### Placed standard cells, run 1

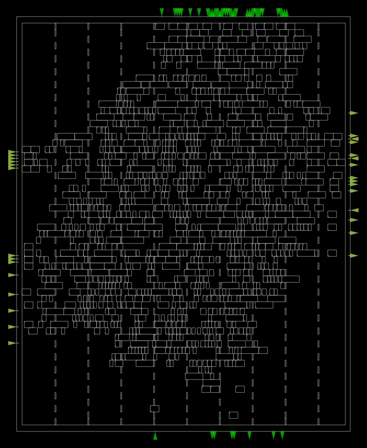
### Close-up of the layout, run 1

Bar = 20 um. Region (10, 19) to (60, 69) um. Cells in grey, sequential cells in the stronger grey; small squares are vias.
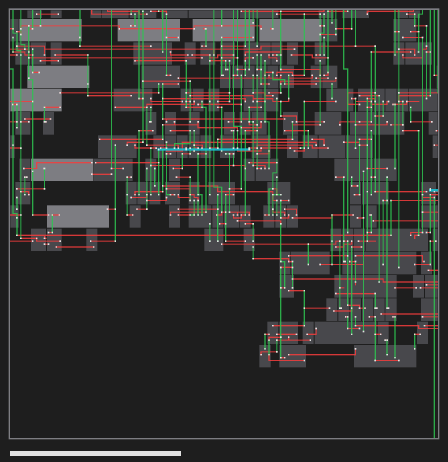
### Where the registers sit, run 1

Other sequential cells in the stronger grey, the rest of the logic in the fainter grey.
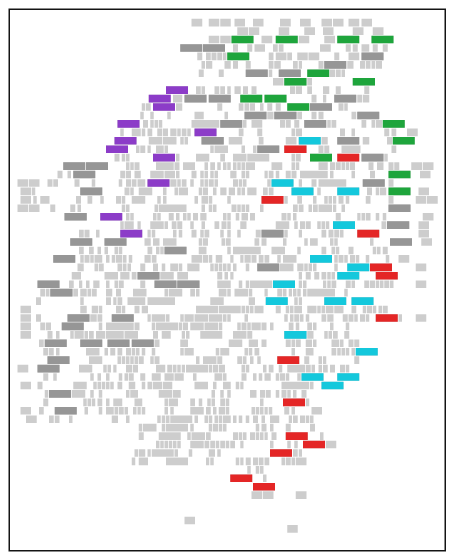
## src/rtl/vram_painter_pkg.sv

```systemverilog
// Shared display definitions for the VRAM painter: colour type, panel geometry,
// VRAM addressing and the painter state encoding.
package vram_painter_pkg;

    typedef logic [15:0] ILI9341_color_t;

    localparam ILI9341_color_t BLACK = 16'h0000;
    localparam ILI9341_color_t RED   = 16'hF800;
    localparam ILI9341_color_t GREEN = 16'h07E0;
    localparam ILI9341_color_t BLUE  = 16'h001F;
    localparam ILI9341_color_t WHITE = 16'hFFFF;

    localparam int unsigned DISPLAY_WIDTH  = 240;
    localparam int unsigned DISPLAY_HEIGHT = 320;
    localparam int unsigned VRAM_DEPTH     = DISPLAY_WIDTH * DISPLAY_HEIGHT;
    localparam int unsigned VRAM_ADDR_W    = $clog2(VRAM_DEPTH);
    localparam int unsigned TOUCH_COORD_W  = 9;

    typedef enum logic [1:0] {
        S_CLEAR = 2'd0,
        S_IDLE  = 2'd1,
        S_PAINT = 2'd2
    } painter_state_e;

endpackage

```

## src/rtl/vram_painter_if.sv

```systemverilog
// Touch/clear inputs and VRAM write-port outputs of the painter.
// master: the painter itself; slave: touch controller / VRAM / monitor side.
interface vram_painter_if
    import vram_painter_pkg::*;
#(
    parameter int unsigned ADDR_W = VRAM_ADDR_W
);
    logic                     clear_req;
    logic                     touch_valid;
    logic [TOUCH_COORD_W-1:0] touch_x;
    logic [TOUCH_COORD_W-1:0] touch_y;
    ILI9341_color_t           color;

    logic                     vram_wr_ena;
    logic [ADDR_W-1:0]        vram_wr_addr;
    ILI9341_color_t           vram_wr_data;
    logic                     busy;
    logic                     clearing;

    modport master (
        input  clear_req, touch_valid, touch_x, touch_y, color,
        output vram_wr_ena, vram_wr_addr, vram_wr_data, busy, clearing
    );

    modport slave (
        output clear_req, touch_valid, touch_x, touch_y, color,
        input  vram_wr_ena, vram_wr_addr, vram_wr_data, busy, clearing
    );
endinterface

```

## src/rtl/vram_painter_brush_scanner.sv

```systemverilog
// Walks the (2R+1)^2 brush offsets around a latched centre, dy outer / dx inner,
// and reports the clipped pixel for the current offset.
module vram_painter_brush_scanner
    import vram_painter_pkg::*;
#(
    parameter int unsigned DISPLAY_WIDTH  = vram_painter_pkg::DISPLAY_WIDTH,
    parameter int unsigned DISPLAY_HEIGHT = vram_painter_pkg::DISPLAY_HEIGHT,
    parameter int unsigned BRUSH_RADIUS   = 2
) (
    input  logic                     clk,
    input  logic                     rst,
    input  logic                     start_i,
    input  logic                     step_i,
    input  logic [TOUCH_COORD_W-1:0] cx_i,
    input  logic [TOUCH_COORD_W-1:0] cy_i,
    output logic [TOUCH_COORD_W-1:0] px_o,
    output logic [TOUCH_COORD_W-1:0] py_o,
    output logic                     in_bounds_o,
    output logic                     last_o
);
    localparam logic signed [10:0] R_S = 11'(BRUSH_RADIUS);
    localparam logic signed [10:0] W_S = 11'(DISPLAY_WIDTH);
    localparam logic signed [10:0] H_S = 11'(DISPLAY_HEIGHT);

    logic signed [10:0]       dx_q, dy_q;
    logic [TOUCH_COORD_W-1:0] cx_q, cy_q;
    logic signed [10:0]       px_s, py_s;

    always_ff @(posedge clk) begin
        if (rst) begin
            dx_q <= -R_S;
            dy_q <= -R_S;
            cx_q <= '0;
            cy_q <= '0;
        end else if (start_i) begin
            dx_q <= -R_S;
            dy_q <= -R_S;
            cx_q <= cx_i;
            cy_q <= cy_i;
        end else if (step_i) begin
            if (dx_q == R_S) begin
                dx_q <= -R_S;
                dy_q <= dy_q + 11'sd1;
            end else begin
                dx_q <= dx_q + 11'sd1;
            end
        end
    end

    // Signed 11-bit sums so offsets left of column 0 / above row 0 go negative
    always_comb begin
        px_s        = $signed({2'b00, cx_q}) + dx_q;
        py_s        = $signed({2'b00, cy_q}) + dy_q;
        in_bounds_o = (px_s >= 11'sd0) && (px_s < W_S) && (py_s >= 11'sd0) && (py_s < H_S);
        last_o      = (dx_q == R_S) && (dy_q == R_S);
        px_o        = px_s[TOUCH_COORD_W-1:0];
        py_o        = py_s[TOUCH_COORD_W-1:0];
    end

endmodule

```

## src/rtl/vram_painter.sv

```systemverilog
// VRAM write-port master: full-screen clear after reset / on request, then square
// brush painting at touch points. Optional macro VRAM_PAINTER_DEDUP_EN drops repeats.
module vram_painter
    import vram_painter_pkg::*;
#(
    parameter int unsigned    DISPLAY_WIDTH  = vram_painter_pkg::DISPLAY_WIDTH,
    parameter int unsigned    DISPLAY_HEIGHT = vram_painter_pkg::DISPLAY_HEIGHT,
    parameter int unsigned    BRUSH_RADIUS   = 2,
    parameter ILI9341_color_t CLEAR_COLOR    = BLACK
) (
    input logic          clk,
    input logic          rst,
    vram_painter_if.master bus
);
    localparam int unsigned VRAM_L = DISPLAY_WIDTH * DISPLAY_HEIGHT;
    localparam int unsigned ADDR_W = $clog2(VRAM_L);

    painter_state_e           state_q;
    logic [ADDR_W-1:0]        clr_cnt_q, clr_cnt_d;
    ILI9341_color_t           color_q;
    logic                     wr_ena_q;
    logic [ADDR_W-1:0]        wr_addr_q;
    ILI9341_color_t           wr_data_q;
    logic                     busy_q;
    logic                     clearing_q;

    logic                     touch_ok, dup, capture, step, clr_last;
    logic [TOUCH_COORD_W-1:0] px, py;
    logic                     in_bounds, last;
    logic [ADDR_W-1:0]        pix_addr;

    vram_painter_brush_scanner #(
        .DISPLAY_WIDTH (DISPLAY_WIDTH),
        .DISPLAY_HEIGHT(DISPLAY_HEIGHT),
        .BRUSH_RADIUS  (BRUSH_RADIUS)
    ) u_scanner (
        .clk        (clk),
        .rst        (rst),
        .start_i    (capture),
        .step_i     (step),
        .cx_i       (bus.touch_x),
        .cy_i       (bus.touch_y),
        .px_o       (px),
        .py_o       (py),
        .in_bounds_o(in_bounds),
        .last_o     (last)
    );

    always_comb begin
        touch_ok  = bus.touch_valid && (32'(bus.touch_x) < DISPLAY_WIDTH)
                                    && (32'(bus.touch_y) < DISPLAY_HEIGHT);
        capture   = (state_q == S_IDLE) && !bus.clear_req && touch_ok && !dup;
        step      = (state_q == S_PAINT) && !bus.clear_req;
        clr_cnt_d = clr_cnt_q + 1'b1;
        clr_last  = (clr_cnt_q == ADDR_W'(VRAM_L - 1));
        pix_addr  = ADDR_W'(py) * ADDR_W'(DISPLAY_WIDTH) + ADDR_W'(px);
    end

`ifdef VRAM_PAINTER_DEDUP_EN
    logic [TOUCH_COORD_W-1:0] last_x_q, last_y_q;
    ILI9341_color_t           last_color_q;
    logic                     last_valid_q;

    // Any clear or a lifted finger forgets the last point, so a re-touch repaints
    always_ff @(posedge clk) begin
        if (rst) begin
            last_valid_q <= 1'b0;
            last_x_q     <= '0;
            last_y_q     <= '0;
            last_color_q <= '0;
        end else if (state_q == S_CLEAR || bus.clear_req) begin
            last_valid_q <= 1'b0;
        end else if (state_q == S_IDLE) begin
            if (!bus.touch_valid) begin
                last_valid_q <= 1'b0;
            end else if (capture) begin
                last_valid_q <= 1'b1;
                last_x_q     <= bus.touch_x;
                last_y_q     <= bus.touch_y;
                last_color_q <= bus.color;
            end
        end
    end

    assign dup = last_valid_q && (bus.touch_x == last_x_q) && (bus.touch_y == last_y_q)
                 && (bus.color == last_color_q);
`else
    assign dup = 1'b0;
`endif

    // busy/clearing sample the pre-edge state so they stay aligned with the write they accompany
    always_ff @(posedge clk) begin
        if (rst) begin
            state_q    <= S_CLEAR;
            clr_cnt_q  <= '0;
            color_q    <= '0;
            wr_ena_q   <= 1'b0;
            wr_addr_q  <= '0;
            wr_data_q  <= '0;
            busy_q     <= 1'b1;
            clearing_q <= 1'b1;
        end else begin
            busy_q     <= (state_q != S_IDLE);
            clearing_q <= (state_q == S_CLEAR);
            wr_ena_q   <= 1'b0;
            unique case (state_q)
                S_CLEAR: begin
                    wr_ena_q  <= 1'b1;
                    wr_addr_q <= clr_cnt_q;
                    wr_data_q <= CLEAR_COLOR;
                    if (clr_last) begin
                        clr_cnt_q <= '0;
                        state_q   <= S_IDLE;
                    end else begin
                        clr_cnt_q <= clr_cnt_d;
                    end
                end
                S_IDLE: begin
                    if (bus.clear_req) begin
                        clr_cnt_q <= '0;
                        state_q   <= S_CLEAR;
                    end else if (capture) begin
                        color_q <= bus.color;
                        state_q <= S_PAINT;
                    end
                end
                S_PAINT: begin
                    if (bus.clear_req) begin
                        clr_cnt_q <= '0;
                        state_q   <= S_CLEAR;
                    end else begin
                        wr_ena_q <= in_bounds;
                        if (in_bounds) begin
                            wr_addr_q <= pix_addr;
                            wr_data_q <= color_q;
                        end
                        if (last) state_q <= S_IDLE;
                    end
                end
                default: state_q <= S_CLEAR;
            endcase
        end
    end

    assign bus.vram_wr_ena  = wr_ena_q;
    assign bus.vram_wr_addr = wr_addr_q;
    assign bus.vram_wr_data = wr_data_q;
    assign bus.busy         = busy_q;
    assign bus.clearing     = clearing_q;

endmodule

```

## src/flat_wrapper.sv

```systemverilog
// flat-port wrapper written by rule: the top's interface ports become plain ports
module vram_painter_flat import vram_painter_pkg::*;
#(
    parameter int unsigned    DISPLAY_WIDTH  = vram_painter_pkg::DISPLAY_WIDTH,
    parameter int unsigned    DISPLAY_HEIGHT = vram_painter_pkg::DISPLAY_HEIGHT,
    parameter int unsigned    BRUSH_RADIUS   = 2,
    parameter ILI9341_color_t CLEAR_COLOR    = BLACK
)
  (clk, rst, bus_clear_req, bus_touch_valid, bus_touch_x, bus_touch_y, bus_color, bus_vram_wr_ena, bus_vram_wr_addr, bus_vram_wr_data, bus_busy, bus_clearing);
  vram_painter_if #(.ADDR_W(($clog2(((240) * (64)))))) bus_i ();
  input logic clk;
  input logic rst;
  input wire logic [$bits(bus_i.clear_req)-1:0] bus_clear_req;
  input wire logic [$bits(bus_i.touch_valid)-1:0] bus_touch_valid;
  input wire logic [$bits(bus_i.touch_x)-1:0] bus_touch_x;
  input wire logic [$bits(bus_i.touch_y)-1:0] bus_touch_y;
  input wire logic [$bits(bus_i.color)-1:0] bus_color;
  output wire logic [$bits(bus_i.vram_wr_ena)-1:0] bus_vram_wr_ena;
  output wire logic [$bits(bus_i.vram_wr_addr)-1:0] bus_vram_wr_addr;
  output wire logic [$bits(bus_i.vram_wr_data)-1:0] bus_vram_wr_data;
  output wire logic [$bits(bus_i.busy)-1:0] bus_busy;
  output wire logic [$bits(bus_i.clearing)-1:0] bus_clearing;
  assign bus_i.clear_req = bus_clear_req;
  assign bus_i.touch_valid = bus_touch_valid;
  assign bus_i.touch_x = bus_touch_x;
  assign bus_i.touch_y = bus_touch_y;
  assign bus_i.color = bus_color;
  assign bus_vram_wr_ena = bus_i.vram_wr_ena;
  assign bus_vram_wr_addr = bus_i.vram_wr_addr;
  assign bus_vram_wr_data = bus_i.vram_wr_data;
  assign bus_busy = bus_i.busy;
  assign bus_clearing = bus_i.clearing;
  vram_painter #(.DISPLAY_WIDTH(DISPLAY_WIDTH), .DISPLAY_HEIGHT(DISPLAY_HEIGHT), .BRUSH_RADIUS(BRUSH_RADIUS), .CLEAR_COLOR(CLEAR_COLOR)) u_core (.clk(clk), .rst(rst), .bus(bus_i));
endmodule
```

## config.mk

```make
export PLATFORM = sky130hd
export DESIGN_NAME = vram_painter_flat
export DESIGN_NICKNAME = d
export VERILOG_FILES = /design/src/rtl/vram_painter_pkg.sv /design/src/rtl/vram_painter_if.sv /design/src/rtl/vram_painter_brush_scanner.sv /design/src/rtl/vram_painter.sv /design/src/flat_wrapper.sv
export SDC_FILE = /design/constraint.sdc
export NUM_CORES = 1
export LEC_CHECK = 0
export ABC_AREA = 1
export ABC_CLOCK_PERIOD_IN_PS = 6050
export CAP_MARGIN = 10
export CORE_ASPECT_RATIO = 1.25
export CORE_MARGIN = 2
export CORE_UTILIZATION = 30
export CTS_CLUSTER_DIAMETER = 150
export CTS_CLUSTER_SIZE = 30
export DETAILED_ROUTE_END_ITERATION = 10
export GPL_TIMING_DRIVEN = 1
export REMOVE_ABC_BUFFERS = 1
export SLEW_MARGIN = 0
export SYNTH_ARGS = -nofsm -noshare
export SYNTH_HDL_FRONTEND = slang
export SYNTH_SLANG_ARGS = --single-unit
```

## constraint.sdc

```tcl
create_clock -name clk -period 6.05 [get_ports clk]
set_clock_uncertainty 0.1 [all_clocks]
set_input_delay 1.21 -clock clk [delete_from_list [all_inputs] [get_ports clk]]
set_output_delay 1.21 -clock clk [all_outputs]
set_load 0.05 [all_outputs]
```

==> Slide: Implementation Results, run 1 <==
Key Metrics from the Run

Yosys
  – Yosys cell count: 1029
  – Number of synthesized register bits: 108
  – Adder-cell share of the synthesized area: 0.112
  – Flip-flop cell with the highest count after synthesis: sky130_fd_sc_hd__dfxtp_1
  – Mux area share: 0
  – Top post-synthesis cells by count: sky130_fd_sc_hd__nand2_1, sky130_fd_sc_hd__inv_1, sky130_fd_sc_hd__a21oi_1, sky130_fd_sc_hd__dfxtp_1, sky130_fd_sc_hd__nand3_1
  – Sequential cell area fraction in the yosys report: 0.311
  – Top-area cell share: 0.311

Layout
  – Number of nets in the finished design: 1178
  – Fill cell count: 2425
  – Area growth from synthesis to layout: 18.6%

Power
  – Sw Pwr: 1.25 mW
  – Share of power burned in registers: 0.286
  – Peak supply drop: 190 uV
  – Fraction of power spent switching nets: 0.444
  – Clock network power: 608 uW
  – Combinational Power: 1.40 mW

Setup path
  – Worst flop-to-flop path endpoint: u_core.wr_addr_q[12]
  – Critical path data arrival time: 4.99 ns
  – Launching element of the worst setup path: u_core.u_scanner.dy_q[1]
  – Worst Reg2Reg Path Length in Cells: 19
  – Data required time of the worst path: 6.25 ns

Global routing
  – Total overflow reported by the global router: 0
  – Vias in the first global route: 6195

Floorplanning
  – Full die area: 24400 um2
  – Num rows: 62
  – Die width: 140 um

Clock network
  – H-tree Lvls: 3
  – CTS clk-pin slew, worst paths: 0.08 ns
  – # clock sinks: 108

Routing
  – Routed WL per cell: 12.5 um
  – Total wire length: 17300 um

STA
  – Worst hold slack: 0.342 ns
  – Endpoints failing hold: 0
  – RSZ-0062 raised after global routing: no

Placed design
  – Number of instances in the placed design: 1362
  – Number of port buffers: 70
  – Half-perimeter wire length after detailed placement: 12900 um

Min path
  – Hold Path Origin: u_core.u_scanner.cx_q[8]

Job
  – Number of max-cap violations: 0

Run status
  – Result of the run: complete, no violations
-- 'Placed standard cells' (at the start) --
post-route non-filler standard cell count: 1378
core area: 22900 um2
flip-flops: 108
register fraction of the total cell area: 0.263

-- 'Close-up of the layout' (at the start) --
metal 3: shown in cyan. metal 1: shown in red. metal 2: shown in green.
Most frequent: nand2_1 (31), inv_1 (31), a21oi_1 (12). 133 logic cells have their middle in the window. Netlist names of flops here include u_core.u_scanner.cy_q (7), u_core.u_scanner.dy_q (1). Sequential cells in the window: 8.

-- 'Where the registers sit' (at the start) --
u_core.clr_cnt_q: shown in cyan, flops 17, where east. u_core.bus.vram_wr_data: shown in green, flops 16. u_core.u_scanner.dx_q: shown in purple, flops 11. u_core.wr_addr_q: shown in red, flops 14.

## run 1: worst max-delay path, stage by stage, from the launching register on
cell and delay, ns:
sky130_fd_sc_hd__dfxtp_1 0.42, sky130_fd_sc_hd__inv_1 0.12, sky130_fd_sc_hd__fa_1 0.48, sky130_fd_sc_hd__xnor2_1 0.40, sky130_fd_sc_hd__fa_1 0.53, sky130_fd_sc_hd__fa_1 0.53
sky130_fd_sc_hd__inv_1 0.06, sky130_fd_sc_hd__fa_1 0.50, sky130_fd_sc_hd__inv_1 0.04, sky130_fd_sc_hd__ha_1 0.34, sky130_fd_sc_hd__nand2_1 0.07, sky130_fd_sc_hd__o21ai_0 0.26
sky130_fd_sc_hd__nand2_1 0.09, sky130_fd_sc_hd__a21oi_1 0.21, sky130_fd_sc_hd__nand4_1 0.13, sky130_fd_sc_hd__a21oi_1 0.13, sky130_fd_sc_hd__o21ai_0 0.10, sky130_fd_sc_hd__nand2_1 0.06
sky130_fd_sc_hd__a21oi_1 0.04, sky130_fd_sc_hd__nor2_1 0.11
## run 1: cell type report
cell class	instances	area, um2	share of cell area
sequential	108	2160	0.263
tap	288	360	0.0438
clock buffer	9	225	0.0274
timing repair buffer	75	738	0.0897
multi-input combinational	707	3970	0.482
inverter	184	691	0.0839
clock inverter	7	91.3	0.0111
## run 1: cell families after synthesis
group | Yosys count
and+or+nand+nor | 416
buffers and inverters | 214
AOI/OAI and AO/OA | 210
DFF | 108
adders and majority gates | 55
xor gates and xnor gates | 26
==> run 2: changes to the inputs <==
- ABC_CLOCK_PERIOD_IN_PS: 6050 -> 4700
- clock period: 6.05 -> 4.7 ns (I/O delays scaled with it)
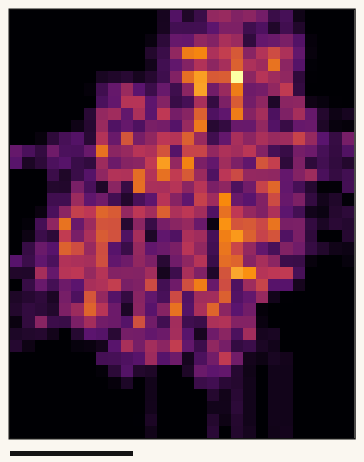
*Routed metal per tile, run 2*
Bar = 50 um. The die is cut into 28 by 35 equal tiles; black is low, pale yellow is high, scaled to the fullest tile. Values are wire area over tile area, all layers added.
The mean over all tiles is 0.11. The fullest tile reaches 0.55. 33% of the tiles are nearly empty. The densest ninth of the die: centre. 9.6% of the tiles are over half the peak. The emptiest ninth of the die: south-east.
vias after detailed routing: 6567
Routed WL per cell: 12.6 um
GR Util All Layers: 0.145

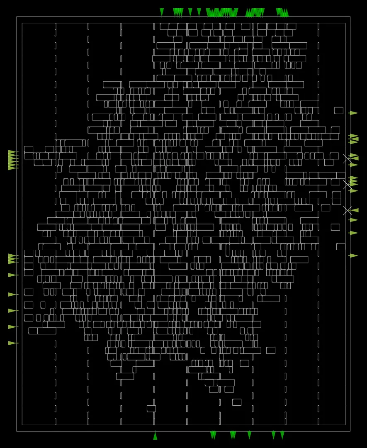
*Placed standard cells, run 2*
share of the core filled with cells: 0.364
fill cell count: 2399
register fraction of the total cell area: 0.260
post-route non-filler standard cell count: 1386

==> run 2 against run 1 <==
The run now ends with design-rule violations left. Flip-flop count unchanged. Wire length is 1.3% higher. Sequential power increased by 28%. Cell count up 0.58%. Register-to-register slack lost 0.97 ns. Combinational power is 34% higher. Die area unchanged. Clock-buffer cell count is the same. Hold slack got worse by 0.0011 ns. Synthesized cell count is the same. Via count is 0.84% higher. Non-clock buffer count is 8 higher. Critical endpoint is now u_core.wr_addr_q[13]. Largest cell class unchanged. Largest power group unchanged. Highest routed layer unchanged.
==> Slide: Implementation Results, run 2 <==
Key Metrics from the Run

Floorplanning
  – Full die area: 24400 um2 (unchanged)
  – Num rows: 62 (unchanged)

Job
  – Number of max-cap violations: 0 (unchanged)

Clock network
  – H-tree Lvls: 3 (unchanged)
  – CTS clk-pin slew, worst paths: 0.08 ns (about the same)

Power
  – Combinational Power: 1.87 mW (+34%)
  – Clock network power: 788 uW (+30%)
  – Share of power burned in registers: 0.280 (-0.006)

Placed design
  – Number of port buffers: 70 (unchanged)
  – Number of instances in the placed design: 1369 (+0.51%)

Layout
  – Number of nets in the finished design: 1186 (+0.68%)

Setup path
  – Worst-path cell with the longest stage delay: sky130_fd_sc_hd__fa_2
  – Slowest cell delay on critical path: 0.53 ns (about the same)
  – Cell-by-cell trace of the critical path: ha_1, inv_1, fa_2, inv_1, fa_1, fa_1, inv_1, fa_1, xnor2_1, ha_1, nand2_1, inv_1, nand2_1, nand2_1, nor2_1, nor2_2, nand3_1, nor2_2, nand3_1, nand3_1, nand2_1, a21oi_1, nor2_1

Yosys
  – Top post-synthesis cells by count: sky130_fd_sc_hd__nand2_1, sky130_fd_sc_hd__inv_1, sky130_fd_sc_hd__a21oi_1, sky130_fd_sc_hd__dfxtp_1, sky130_fd_sc_hd__nand3_1
  – Number of synthesized register bits: 108 (unchanged)
  – Top-area cell share: 0.311 (unchanged)
  – Yosys cell count: 1029 (unchanged)

Run status
  – Violations in the final reports: design-rule violations
  – Result of the run: finished, violations left

STA
  – Endpoints failing hold: 0 (unchanged)

Routing
  – DRC violations left: 3
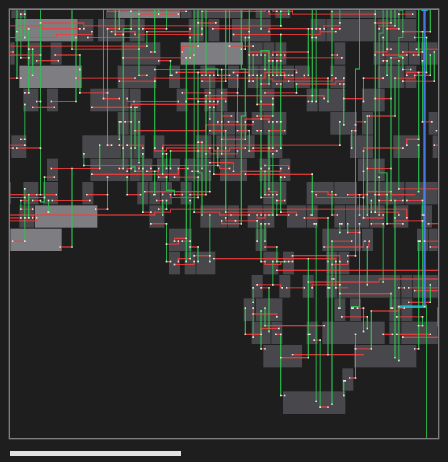
*Close-up of the layout, run 2*
Bar = 20 um. Region (10, 19) to (60, 69) um. Cells in grey, sequential cells in the stronger grey; small squares are vias.
metal 4: shown in blue. metal 2: shown in green. metal 3: shown in cyan. metal 1: shown in red.
142 logic cells have their middle in the window. Most frequent: inv_1 (33), nand2_1 (31), a21oi_1 (12). Netlist names of flops here include u_core.u_scanner.cy_q (5). Sequential cells in the window: 5.

==> run 2: cell types whose count changed in the layout (fill, tap and decap cells not counted), moves of 2 or more <==
cell and change:
sky130_fd_sc_hd__buf_4 +8, sky130_fd_sc_hd__nor2_1 -2, sky130_fd_sc_hd__nor2_2 +2, sky130_fd_sc_hd__dfxtp_1 -2, sky130_fd_sc_hd__dfxtp_2 +2, sky130_fd_sc_hd__inv_8 +2
==> run 2: metal layers <==
metal | vias to the layer above | GRT usage | share of wire | routed length, um
met5 | - | 0 | 0 | 0
met4 | 0 | 0.0450 | 0.020 | 349
met3 | 24 | 0.0231 | 0.032 | 562
met2 | 124 | 0.264 | 0.51 | 8930
met1 | 2952 | 0.173 | 0.44 | 7670
li1 | 3467 | - | - | -
==> run 2: layout make-up <==
class                   count  area, um2  area share
clock inverters             7       88.8      0.0107
repair buffers             83        798      0.0959
clock buffers               9        225      0.0271
well taps                 288        360      0.0433
multi-input cells         707       4000       0.480
inverters                 184        691      0.0830
flip-flops and latches    108       2160       0.260
==> run 2: worst max-delay path by stage <==
stage / startpoint / endpoint / slack (ns) / cells past startpoint
finish: u_core.u_scanner.dy_q[0] / u_core.wr_addr_q[13] / 0.29 / 23
global route: u_core.u_scanner.dy_q[0] / u_core.wr_addr_q[13] / -0.02 / 23
CTS: u_core.u_scanner.dy_q[0] / u_core.wr_addr_q[13] / 0.04 / 21
detailed placement: u_core.u_scanner.dy_q[0] / u_core.wr_addr_q[13] / 0.06 / 21
global placement: u_core.u_scanner.dy_q[0] / u_core.wr_addr_q[12] / 0.18 / 19
floorplan: u_core.u_scanner.dy_q[0] / u_core.wr_addr_q[12] / 0.24 / 19
==> run 2: timing repair <==
item	in CTS	in global routing
setup buffers	0	1
hold buffers	0	0
resized	0	11
setup endpoints to repair	0	5
==> run 3: changes to the inputs <==
- CAP_MARGIN: 10 -> 15
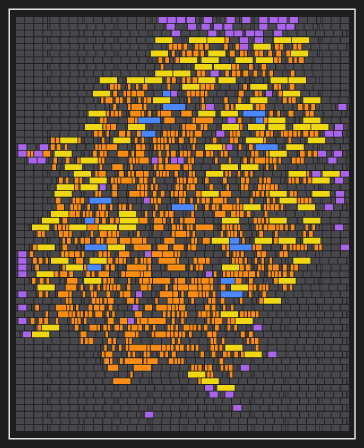
*Placement by cell class, run 3*
Fill, decap, tap and diode cells in grey.
combinational and other logic: shown in orange, cells 891, share of their area 59%. other buffers and delay cells: shown in purple, cells 83, share of their area 10%. flops: shown in yellow, cells 108, share of their area 27%. clock drivers and dummy loads: shown in blue, cells 16, share of their area 3.9%.

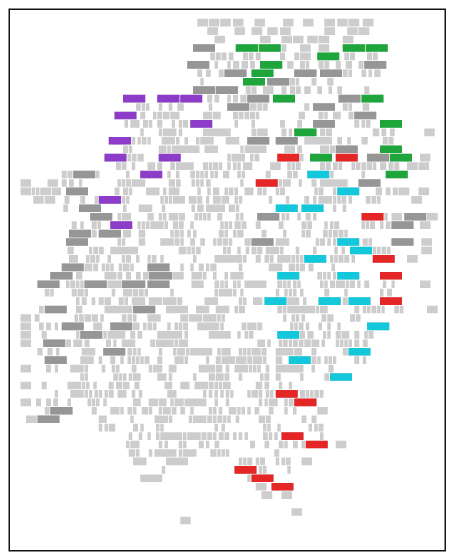
*Where the registers sit, run 3*
Other sequential cells in the stronger grey, the rest of the logic in the fainter grey.
u_core.clr_cnt_q: shown in cyan, flops 17, where east. u_core.u_scanner.dx_q: shown in purple, flops 11. u_core.bus.vram_wr_data: shown in green, flops 16. u_core.wr_addr_q: shown in red, flops 14.
Another 50 sequential cells are not coloured.
Register Area: 2160 um2
Power Sequential: 1.03 mW

==> run 3 against run 2 <==
The run still ends with design-rule violations left. Via count unchanged. Combinational power hardly changed. Non-clock buffer count did not move. Core utilization unchanged. Sequential share of layout area unchanged. Final area unchanged. Cell count stayed put. Setup slack did not move. Clock-buffer cell count unchanged. Total power is the same. Critical path depth is the same. Critical path type unchanged. Highest routed layer unchanged.
==> Slide: Implementation Results, run 3 <==
Key Metrics from the Run

Run status
  – Result of the run: finished, violations left
  – Violations in the final reports: design-rule violations

Power
  – Share of power burned in registers: 0.280 (about the same)
  – Clock network power: 788 uW (about the same)
  – Combinational Power: 1.87 mW (about the same)

Routing
  – Highest layer used for signal routing: met4
  – Amount of wire on met3 after detailed routing: 562 um (unchanged)
  – DRC violations left: 3 (unchanged)
  – Met1 Wirelength: 7670 um (unchanged)
  – Detailed route wirelength on metal2: 8930 um (unchanged)
  – Routed WL per cell: 12.6 um (unchanged)

Floorplanning
  – Num rows: 62 (unchanged)
  – Full die area: 24400 um2 (unchanged)
  – N_taps: 288 (unchanged)

Layout
  – Post-route non-filler standard cell count: 1386 (unchanged)
  – Share of final layout cell area taken by non-clock buffers: 0.0959 (unchanged)
  – Combinational gates: 707 (unchanged)
  – Fill cell count: 2399 (unchanged)
  – Clock-cell share: 0.0377 (unchanged)
  – Count of non-CTS inverters in the layout: 184 (unchanged)
  – Flip-flops: 108 (unchanged)
  – Combinational fraction of the cell area: 0.480 (unchanged)
  – Count of non-CTS buffers in the layout: 83 (unchanged)
  – Logic area: 4000 um2 (unchanged)
  – Share of the core filled with cells: 0.364 (unchanged)
  – Clock buffer instance count of the final layout: 9 (unchanged)

Yosys
  – Async SR Flop Fraction: 0
  – Top post-synthesis cells by count: sky130_fd_sc_hd__nand2_1, sky130_fd_sc_hd__inv_1, sky130_fd_sc_hd__a21oi_1, sky130_fd_sc_hd__dfxtp_1, sky130_fd_sc_hd__nand3_1
  – Top-area cell share: 0.311 (unchanged)
  – Yosys cell count: 1029 (unchanged)
  – Number of synthesized register bits: 108 (unchanged)

STA
  – Endpoints failing hold: 0 (unchanged)

Global routing
  – Met3 capacity usage during global routing: 0.0231 (unchanged)
  – Global Route met2 Usage: 0.264 (unchanged)
  – GRT busiest layer: met2
  – Met1 GRT Util: 0.173 (unchanged)
  – GR Util All Layers: 0.145 (unchanged)

Clock network
  – CTS clk-pin slew, worst paths: 0.08 ns (about the same)
  – H-tree Lvls: 3 (unchanged)

Placed design
  – Number of port buffers: 70 (unchanged)
  – Number of instances in the placed design: 1369 (unchanged)

Setup path
  – Launching element of the worst setup path: u_core.u_scanner.dy_q[0]
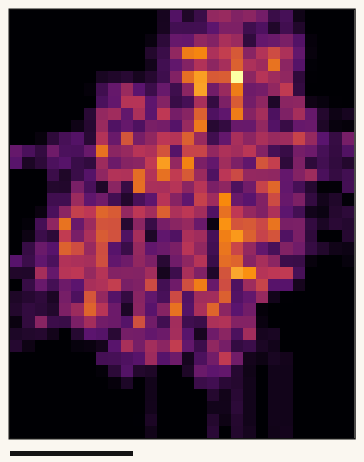
*Routed metal per tile, run 3*
Bar = 50 um. The die is cut into 28 by 35 equal tiles; black is low, pale yellow is high, scaled to the fullest tile. Values are wire area over tile area, all layers added.
The emptiest ninth of the die: south-east. 33% of the tiles are nearly empty. The fullest tile reaches 0.55.

[run 3: cell counts after synthesis]
No cell type changed its count.
[run 3: path summary, 6_finish.rpt]
path / to / slack (ns) / cells after the start
max: u_core.wr_addr_q[13] / 0.29 / 23
min: u_core.u_scanner.cx_q[8] / 0.34 / 2
max reg2reg: u_core.wr_addr_q[13] / 0.29 / 23
min reg2reg: u_core.u_scanner.cx_q[8] / 0.34 / 2
[run 3: repair_timing]
item | in CTS | in global routing
resized | 0 | 11
hold buffers | 0 | 0
setup buffers | 0 | 1
setup endpoints to repair | 0 | 5
hold endpoints to repair | 0 | 0
[run 3: worst max-delay path, cell delays in order, from the launching register on]
cell and delay, ns:
sky130_fd_sc_hd__dfxtp_2 0.35, sky130_fd_sc_hd__ha_1 0.17, sky130_fd_sc_hd__inv_1 0.06, sky130_fd_sc_hd__fa_2 0.53, sky130_fd_sc_hd__inv_1 0.08, sky130_fd_sc_hd__fa_1 0.48
sky130_fd_sc_hd__fa_1 0.52, sky130_fd_sc_hd__inv_1 0.06, sky130_fd_sc_hd__fa_1 0.42, sky130_fd_sc_hd__xnor2_1 0.14, sky130_fd_sc_hd__ha_1 0.32, sky130_fd_sc_hd__nand2_1 0.09
sky130_fd_sc_hd__inv_1 0.07, sky130_fd_sc_hd__nand2_1 0.05, sky130_fd_sc_hd__nand2_1 0.05, sky130_fd_sc_hd__nor2_1 0.05, sky130_fd_sc_hd__nor2_2 0.15, sky130_fd_sc_hd__nand3_1 0.10
sky130_fd_sc_hd__nor2_2 0.10, sky130_fd_sc_hd__nand3_1 0.09, sky130_fd_sc_hd__nand3_1 0.08, sky130_fd_sc_hd__nand2_1 0.05, sky130_fd_sc_hd__a21oi_1 0.11, sky130_fd_sc_hd__nor2_1 0.06
No activity file was given, so power comes from the tool's default toggle rates.
